File: src/rtl/seq_restoring_divider_pkg.sv
// Shared types and default widths for the sequential restoring divider.
package seq_restoring_divider_pkg;

    localparam int unsigned DEF_DIVIDEND_W = 8;
    localparam int unsigned DEF_DIVISOR_W  = 4;
    localparam int unsigned DEF_CNT_W      = $clog2(DEF_DIVIDEND_W + 1);

    typedef enum logic [1:0] {
        ST_IDLE = 2'd0,
        ST_RUN  = 2'd1,
        ST_FIX  = 2'd2,
        ST_DONE = 2'd3
    } div_state_e;

    // States in which a division is in flight and new requests are refused.
    function automatic logic is_busy_state(input div_state_e s);
        return (s == ST_RUN) || (s == ST_FIX);
    endfunction

endpackage

File: src/rtl/seq_restoring_divider_if.sv
// Request/result bundle between a divider client (master) and the divider (slave).
interface seq_restoring_divider_if
    import seq_restoring_divider_pkg::*;
#(
    parameter int unsigned DIVIDEND_W = DEF_DIVIDEND_W,
    parameter int unsigned DIVISOR_W  = DEF_DIVISOR_W
) ();

    logic                  start;
    logic                  signed_mode;
    logic [DIVIDEND_W-1:0] dividend;
    logic [DIVISOR_W-1:0]  divisor;
    logic                  busy;
    logic                  done;
    logic [DIVIDEND_W-1:0] quotient;
    logic [DIVISOR_W-1:0]  remainder;
    logic                  div_by_zero;
    logic                  overflow;

    modport master (
        output start, signed_mode, dividend, divisor,
        input  busy, done, quotient, remainder, div_by_zero, overflow
    );

    modport slave (
        input  start, signed_mode, dividend, divisor,
        output busy, done, quotient, remainder, div_by_zero, overflow
    );

endinterface

File: src/rtl/seq_restoring_divider_twos_negate.sv
// Combinational conditional two's-complement negate: out = neg ? -in : in.
module seq_restoring_divider_twos_negate #(
    parameter int unsigned W = 8
) (
    input  logic [W-1:0] i_in,
    input  logic         i_neg,
    output logic [W-1:0] o_out_c
);

    assign o_out_c = i_neg ? (~i_in + W'(1)) : i_in;

endmodule

File: src/rtl/seq_restoring_divider.sv
// Multi-cycle restoring divider: one quotient bit per cycle, then a sign-fix cycle.
module seq_restoring_divider
    import seq_restoring_divider_pkg::*;
#(
    parameter int unsigned DIVIDEND_W = DEF_DIVIDEND_W,
    parameter int unsigned DIVISOR_W  = DEF_DIVISOR_W
) (
    input  logic                    clk,
    input  logic                    rst_n,
    seq_restoring_divider_if.slave  bus
);

    localparam int unsigned CNT_W = $clog2(DIVIDEND_W + 1);
    localparam int unsigned SUB_W = DIVISOR_W + 2;

    div_state_e            r_state;
    logic [CNT_W-1:0]      r_cnt;
    logic [DIVIDEND_W-1:0] r_acc;
    logic [DIVISOR_W-1:0]  r_rem;
    logic [DIVISOR_W-1:0]  r_dsr;
    logic [DIVISOR_W-1:0]  r_dvd_lo;
    logic                  r_signed;
    logic                  r_q_neg;
    logic                  r_r_neg;
    logic                  r_busy;
    logic                  r_done;
    logic [DIVIDEND_W-1:0] r_quot;
    logic [DIVISOR_W-1:0]  r_remd;
    logic                  r_dbz;
    logic                  r_ovf;

    div_state_e            w_state_nxt;
    logic [CNT_W-1:0]      w_cnt_nxt;
    logic [DIVIDEND_W-1:0] w_acc_nxt;
    logic [DIVISOR_W-1:0]  w_rem_nxt;
    logic [DIVISOR_W-1:0]  w_dsr_nxt;
    logic [DIVISOR_W-1:0]  w_dvd_lo_nxt;
    logic                  w_signed_nxt;
    logic                  w_q_neg_nxt;
    logic                  w_r_neg_nxt;
    logic                  w_busy_nxt;
    logic                  w_done_nxt;
    logic [DIVIDEND_W-1:0] w_quot_nxt;
    logic [DIVISOR_W-1:0]  w_remd_nxt;
    logic                  w_dbz_nxt;
    logic                  w_ovf_nxt;

    logic                  w_dvd_neg;
    logic                  w_dsr_neg;
    logic [DIVIDEND_W-1:0] w_dvd_mag;
    logic [DIVISOR_W-1:0]  w_dsr_mag;
    logic [DIVIDEND_W-1:0] w_q_fix;
    logic [DIVISOR_W-1:0]  w_r_fix;
    logic [DIVISOR_W:0]    w_rem_shift;
    logic [SUB_W-1:0]      w_diff;
    logic                  w_sub_ok;

    assign w_dvd_neg = bus.signed_mode & bus.dividend[DIVIDEND_W-1];
    assign w_dsr_neg = bus.signed_mode & bus.divisor[DIVISOR_W-1];

    seq_restoring_divider_twos_negate #(.W(DIVIDEND_W)) u_dvd_mag (
        .i_in    (bus.dividend),
        .i_neg   (w_dvd_neg),
        .o_out_c (w_dvd_mag)
    );

    seq_restoring_divider_twos_negate #(.W(DIVISOR_W)) u_dsr_mag (
        .i_in    (bus.divisor),
        .i_neg   (w_dsr_neg),
        .o_out_c (w_dsr_mag)
    );

    seq_restoring_divider_twos_negate #(.W(DIVIDEND_W)) u_q_fix (
        .i_in    (r_acc),
        .i_neg   (r_q_neg),
        .o_out_c (w_q_fix)
    );

    seq_restoring_divider_twos_negate #(.W(DIVISOR_W)) u_r_fix (
        .i_in    (r_rem),
        .i_neg   (r_r_neg),
        .o_out_c (w_r_fix)
    );

    // Shift-in of the next dividend bit and trial subtraction; sign bit of w_diff decides restore.
    assign w_rem_shift = {r_rem, r_acc[DIVIDEND_W-1]};
    assign w_diff      = SUB_W'(w_rem_shift) - SUB_W'(r_dsr);
    assign w_sub_ok    = ~w_diff[SUB_W-1];

    always_comb begin
        w_state_nxt  = r_state;
        w_cnt_nxt    = r_cnt;
        w_acc_nxt    = r_acc;
        w_rem_nxt    = r_rem;
        w_dsr_nxt    = r_dsr;
        w_dvd_lo_nxt = r_dvd_lo;
        w_signed_nxt = r_signed;
        w_q_neg_nxt  = r_q_neg;
        w_r_neg_nxt  = r_r_neg;
        w_quot_nxt   = r_quot;
        w_remd_nxt   = r_remd;
        w_dbz_nxt    = r_dbz;
        w_ovf_nxt    = r_ovf;

        case (r_state)
            ST_IDLE, ST_DONE: begin
                w_state_nxt = ST_IDLE;
                if (bus.start) begin
                    w_state_nxt  = ST_RUN;
                    w_cnt_nxt    = CNT_W'(DIVIDEND_W);
                    w_acc_nxt    = w_dvd_mag;
                    w_rem_nxt    = '0;
                    w_dsr_nxt    = w_dsr_mag;
                    w_dvd_lo_nxt = bus.dividend[DIVISOR_W-1:0];
                    w_signed_nxt = bus.signed_mode;
                    w_q_neg_nxt  = w_dvd_neg ^ w_dsr_neg;
                    w_r_neg_nxt  = w_dvd_neg;
                    w_dbz_nxt    = 1'b0;
                    w_ovf_nxt    = 1'b0;
                end
            end
            ST_RUN: begin
                w_acc_nxt = {r_acc[DIVIDEND_W-2:0], w_sub_ok};
                w_rem_nxt = w_sub_ok ? DIVISOR_W'(w_diff) : DIVISOR_W'(w_rem_shift);
                w_cnt_nxt = r_cnt - CNT_W'(1);
                if (r_cnt == CNT_W'(1)) begin
                    w_state_nxt = ST_FIX;
                end
            end
            ST_FIX: begin
                w_state_nxt = ST_DONE;
                if (r_dsr == '0) begin
                    w_quot_nxt = {DIVIDEND_W{1'b1}};
                    w_remd_nxt = r_dvd_lo;
                    w_dbz_nxt  = 1'b1;
                    w_ovf_nxt  = 1'b0;
                end else begin
                    w_quot_nxt = w_q_fix;
                    w_remd_nxt = w_r_fix;
                    w_dbz_nxt  = 1'b0;
                    // A positive signed quotient with the top magnitude bit set cannot be represented.
                    w_ovf_nxt  = r_signed & ~r_q_neg & r_acc[DIVIDEND_W-1];
                end
            end
            default: begin
                w_state_nxt = ST_IDLE;
            end
        endcase

        w_busy_nxt = is_busy_state(w_state_nxt);
        w_done_nxt = (w_state_nxt == ST_DONE);
    end

    always_ff @(posedge clk) begin
        if (!rst_n) begin
            r_state  <= ST_IDLE;
            r_cnt    <= '0;
            r_acc    <= '0;
            r_rem    <= '0;
            r_dsr    <= '0;
            r_dvd_lo <= '0;
            r_signed <= 1'b0;
            r_q_neg  <= 1'b0;
            r_r_neg  <= 1'b0;
            r_busy   <= 1'b0;
            r_done   <= 1'b0;
            r_quot   <= '0;
            r_remd   <= '0;
            r_dbz    <= 1'b0;
            r_ovf    <= 1'b0;
        end else begin
            r_state  <= w_state_nxt;
            r_cnt    <= w_cnt_nxt;
            r_acc    <= w_acc_nxt;
            r_rem    <= w_rem_nxt;
            r_dsr    <= w_dsr_nxt;
            r_dvd_lo <= w_dvd_lo_nxt;
            r_signed <= w_signed_nxt;
            r_q_neg  <= w_q_neg_nxt;
            r_r_neg  <= w_r_neg_nxt;
            r_busy   <= w_busy_nxt;
            r_done   <= w_done_nxt;
            r_quot   <= w_quot_nxt;
            r_remd   <= w_remd_nxt;
            r_dbz    <= w_dbz_nxt;
            r_ovf    <= w_ovf_nxt;
        end
    end

    assign bus.busy        = r_busy;
    assign bus.done        = r_done;
    assign bus.quotient    = r_quot;
    assign bus.remainder   = r_remd;
    assign bus.div_by_zero = r_dbz;
    assign bus.overflow    = r_ovf;

endmodule

File: src/flat_wrapper.sv
// flat-port wrapper written by rule: the top's interface ports become plain ports
module seq_restoring_divider_flat import seq_restoring_divider_pkg::*;
#(
    parameter int unsigned DIVIDEND_W = DEF_DIVIDEND_W,
    parameter int unsigned DIVISOR_W  = DEF_DIVISOR_W
)
  (clk, rst_n, bus_start, bus_signed_mode, bus_dividend, bus_divisor, bus_busy, bus_done, bus_quotient, bus_remainder, bus_div_by_zero, bus_overflow);
  seq_restoring_divider_if #(.DIVIDEND_W(DIVIDEND_W), .DIVISOR_W(DIVISOR_W)) bus_i ();
  input  logic clk;
  input  logic rst_n;
  input wire logic [$bits(bus_i.start)-1:0] bus_start;
  input wire logic [$bits(bus_i.signed_mode)-1:0] bus_signed_mode;
  input wire logic [$bits(bus_i.dividend)-1:0] bus_dividend;
  input wire logic [$bits(bus_i.divisor)-1:0] bus_divisor;
  output wire logic [$bits(bus_i.busy)-1:0] bus_busy;
  output wire logic [$bits(bus_i.done)-1:0] bus_done;
  output wire logic [$bits(bus_i.quotient)-1:0] bus_quotient;
  output wire logic [$bits(bus_i.remainder)-1:0] bus_remainder;
  output wire logic [$bits(bus_i.div_by_zero)-1:0] bus_div_by_zero;
  output wire logic [$bits(bus_i.overflow)-1:0] bus_overflow;
  assign bus_i.start = bus_start;
  assign bus_i.signed_mode = bus_signed_mode;
  assign bus_i.dividend = bus_dividend;
  assign bus_i.divisor = bus_divisor;
  assign bus_busy = bus_i.busy;
  assign bus_done = bus_i.done;
  assign bus_quotient = bus_i.quotient;
  assign bus_remainder = bus_i.remainder;
  assign bus_div_by_zero = bus_i.div_by_zero;
  assign bus_overflow = bus_i.overflow;
  seq_restoring_divider #(.DIVIDEND_W(DIVIDEND_W), .DIVISOR_W(DIVISOR_W)) u_core (.clk(clk), .rst_n(rst_n), .bus(bus_i));
endmodule
File: config.mk
export PLATFORM = sky130hd
export DESIGN_NAME = seq_restoring_divider_flat
export DESIGN_NICKNAME = d
export VERILOG_FILES = /design/src/rtl/seq_restoring_divider_pkg.sv /design/src/rtl/seq_restoring_divider_if.sv /design/src/rtl/seq_restoring_divider_twos_negate.sv /design/src/rtl/seq_restoring_divider.sv /design/src/flat_wrapper.sv
export SDC_FILE = /design/constraint.sdc
export NUM_CORES = 1
export LEC_CHECK = 0
export ABC_CLOCK_PERIOD_IN_PS = 2200
export CORE_ASPECT_RATIO = 0.8
export CORE_MARGIN = 2
export CORE_UTILIZATION = 54
export CTS_CLUSTER_DIAMETER = 80
export DETAILED_ROUTE_END_ITERATION = 7
export PLACE_DENSITY = 0.78
export SETUP_SLACK_MARGIN = 0.3
export SLEW_MARGIN = 40
export SYNTH_ARGS = -nofsm -noshare
export SYNTH_HDL_FRONTEND = slang
export SYNTH_SLANG_ARGS = --single-unit
export TNS_END_PERCENT = 20
File: constraint.sdc
create_clock -name clk -period 2.2 [get_ports clk]
set_input_delay 0.33 -clock clk [delete_from_list [all_inputs] [get_ports clk]]
set_output_delay 0.33 -clock clk [all_outputs]
set_load 0.03 [all_outputs]
==> impl_metrics.tcl, run 1 <==
# place-and-route summary
set metrics [dict create \
    tool_warnings 29 \
    first_global_vias 1977 \
    final-nonclk-buf-share 0.1325 \
    crit_end "u_core.r_acc[6]" \
    p_int_mw 1.271 \
    final.setup.worst_slack_ns 0.3187 \
    num_vias 2167 \
    top_logic_kind "AND-OR/OR-AND gates" \
    worstRegToRegCells 8 \
    dpl_cell_area_um2 2872 \
    status "complete, no violations" \
    wl_per_cell_um 14.47 \
    power.group.top "sequential cells" \
    cts_tree "yes" \
    mux_area_frac 0.01265 \
    die_y_um 64.52 \
    fin_setup_tns_ns 0 \
    drc 0 \
    grt_max_degree 31 \
    path_clk_slew_ns 0.08 \
    largest_area_cell "dfxtp_1" \
    clock_path_buffers 2 \
    holdCritStartpoint "u_core.r_dvd_lo[2]" \
    max_freq_ghz 0.5315 \
    syn_to_final_growth_pct 19.89 \
    nNetsFinal 349 \
    synth-xor-area-share 0.04960 \
    dpl_worst_slack_ns 0.1952 \
    instances_no_fill 376 \
    drt-initial-drc-count 137 \
    synth_cell_types 55 \
    clock_buffers 6 \
    rows 21 \
    r2r-end "u_core.r_acc[6]" \
    die_area_um2 5139 \
    synth_area_per_cell_um2 8.645 \
    power.switching_mw 0.5148 \
    p_clk_mw 0.522 \
    hold_end "u_core.r_dvd_lo[2]" \
    root_buffer "clkbuf_8" \
    placed_cells 369 \
    fin_worst_skew_ns 0.008649 \
    antenna_found_initial 0 \
    startpoint_type "flip-flop" \
    fp_util 0.5773 \
]
==> run 1: state kept, by name, indices dropped and copies added (netlist names), 2 cells and up <==
signal,cells
u_core.r_dvd_lo,4
u_core.bus.remainder,4
u_core.r_rem,4
u_core.bus.quotient,8
u_core.r_cnt,4
u_core.r_dsr,4
u_core.r_state,2
u_core.r_acc,8
==> run 1: per-layer routing <==
metal  vias up  GRT usage  part of all wire
li1       1100          -                 -
met1      1003     0.3249              0.50
met5         -          0                 0
met3         4    0.04457             0.056
met2        60     0.3540              0.43
met4         0    0.06897            0.0074
==> run 1: worst max-delay path, cell delays in order (launching register included) <==
cell     delay, ns
dfxtp_1       0.34
inv_1         0.06
ha_1          0.35
buf_4         0.18
mux2i_1       0.15
buf_4         0.22
a32o_1        0.22
a32oi_1       0.14
o21ai_0       0.10
Run 1, routing congestion:
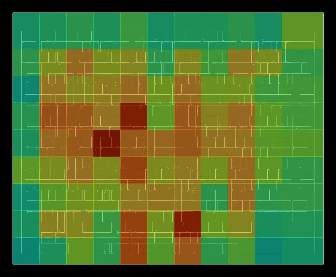
met2 Use GR: 0.3540
busiest grt layer: met2

Run 1, wires at chosen ports, followed through buffers:
Scale bar: 20 µm.
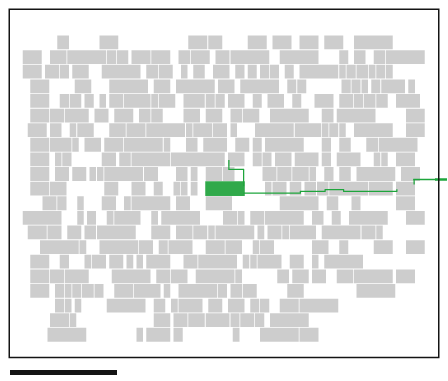
| colour | port | bits | direction | edge | end cells | buffers | wire |
|---|---|---|---|---|---|---|---|
| green | `bus_overflow` | 1 | output | right | 1 | 1 | 42.3 µm |
IO Count: 32
IO Port Bufs: 31

Run 1, signal wires on met1:
Scale bar: 20 µm. Supply wires on this layer in grey.
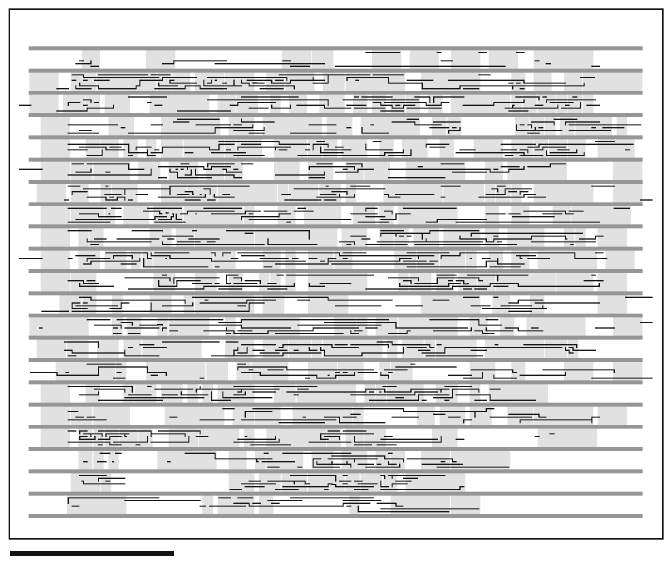
nets with wire on the layer: 318
wire length on this layer: 2750 µm
longest straight run: 21.6 µm
main direction: horizontal

Run 1, sequential cells grouped by signal name:
Scale bar: 20 µm.
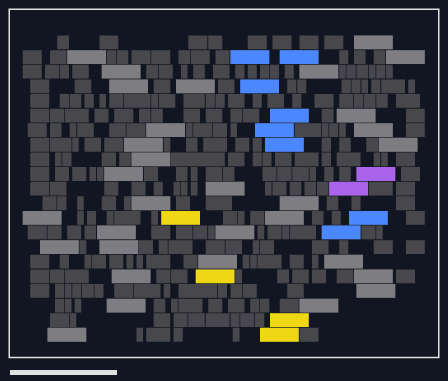
| colour | netlist name | flops |
|---|---|---|
| yellow | `u_core.r_rem` | 4 |
| blue | `u_core.bus.quotient` | 8 |
| purple | `u_core.r_state` | 2 |
not coloured: 31

Run 1, wiring by layer:
Only two layers are drawn.
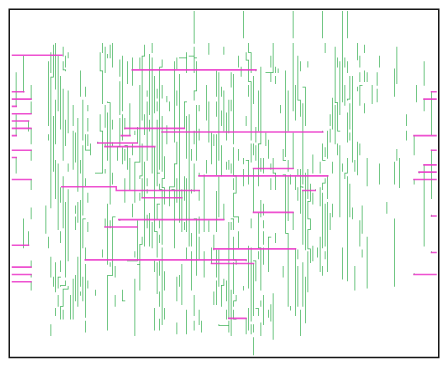

==> run 1 -> run 2 <==
CAP_MARGIN = 20   (was default)
SYNTH_HIERARCHICAL = 1   (was default)
Run 2, wiring by layer:
Only two layers are drawn.
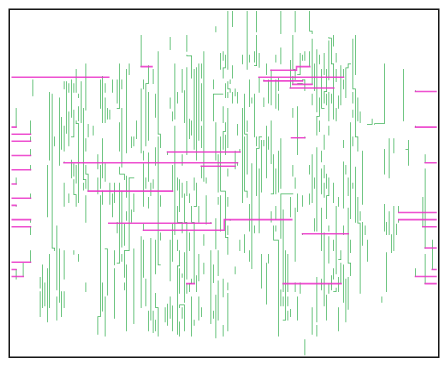
| colour | layer | wire length |
|---|---|---|
| green | met2 | 2320 µm |
| magenta | met3 | 275 µm |
GRT Resource Usage Total: 0.2245
Routed wire per std cell: 13.90 µm
vias: 2112
final wirelength: 5393 µm

Run 2, signal wires on met1:
Scale bar: 20 µm. Supply wires on this layer in grey.
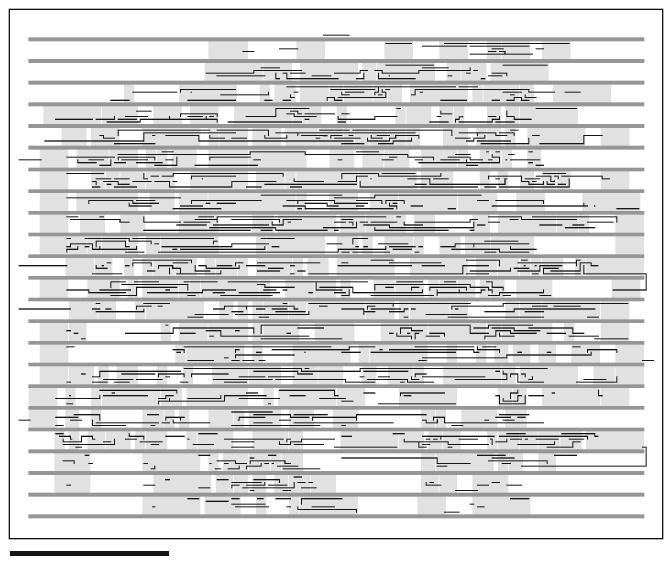
wire length on this layer: 2720 µm
nets with wire on the layer: 319
main direction: horizontal
longest straight run: 26.2 µm
share of all routed wire: 50%

==> run 2 against run 1 <==
Net effect:
- cell count increased by 3.2%
- critical path depth decreased by 2
- power increased by 7.6%
- flip-flop count unchanged
- core utilization decreased by 2.7 points
- non-clock buffer count decreased by 4
==> impl_metrics.tcl, run 2 <==
# place-and-route summary
set metrics [dict create \
    status "complete, no violations" \
    path_clk_slew_ns 0.08 \
    syn_to_final_growth_pct 17.66 \
    antenna_found_initial 0 \
    wl_met3_um 274 \
    grtUsageMet1 0.3266 \
    met3_usage 0.04235 \
    cp_num_cells 6 \
    largest_area_cell "dfxtp_1" \
    clock_path_buffers 2 \
    synth_area_per_cell_um2 8.717 \
    instances_no_fill 388 \
    grt_max_degree 27 \
    root_buffer "clkbuf_8" \
    wl_met1_um 2722 \
    slowest_delay_ns 0.40 \
    hold_end "u_core/r_dvd_lo[0]" \
    r2r-end "u_core/r_rem[1]" \
    fin_setup_tns_ns 0 \
    crit_buf_inv 1 \
    boundaryPins 32 \
    worstRegToRegCells 6 \
    met2_wirelength_um 2321 \
    nNetsFinal 357 \
    final.setup.worst_slack_ns 0.3922 \
]
Run 2, sequential cells grouped by signal name:
Scale bar: 20 µm.
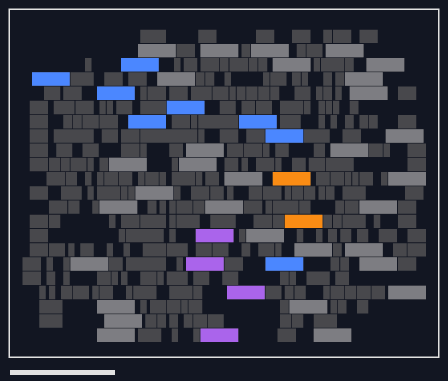
| colour | netlist name | flops |
|---|---|---|
| orange | `u_core/r_state` | 2 |
| blue | `u_core/r_acc` | 8 |
| purple | `u_core/r_rem` | 4 |
not coloured: 31
Seq power: 0.895 mW
storage element area: 900.9 µm²
flop share of the area: 0.2928
Layout Utilization: 0.6653

==> run 2: netlist changes by cell type in the layout (fill, tap and decap cells not counted), sizes merged, moves of 5 or more <==
cell / delta
nand3: -5
nand2: +15
mux2i: +10
nor2b: -7
xor2: -6
nand2b: +7
xnor2: +10
o211a: +8
==> run 2: per-stage QoR <==
stage	power (mW)	hold WS, ns	utilization
detailed placement	1.278	0.4573	0.6388
global placement	1.269	0.4492	0.6388
global route	2.023	0.4960	0.6653
CTS	1.928	0.4683	0.6653
finish	1.921	0.4680	0.6653
floorplan	1.179	0.4431	-
==> run 2: report_power, final <==
group          total, mW  switching, mW  internal [mW]
sequential         0.895         0.0452          0.850
clock              0.656          0.286          0.371
combinational      0.370          0.190          0.179
total               1.92          0.521           1.40
Power is estimated from default activity; no workload was simulated.
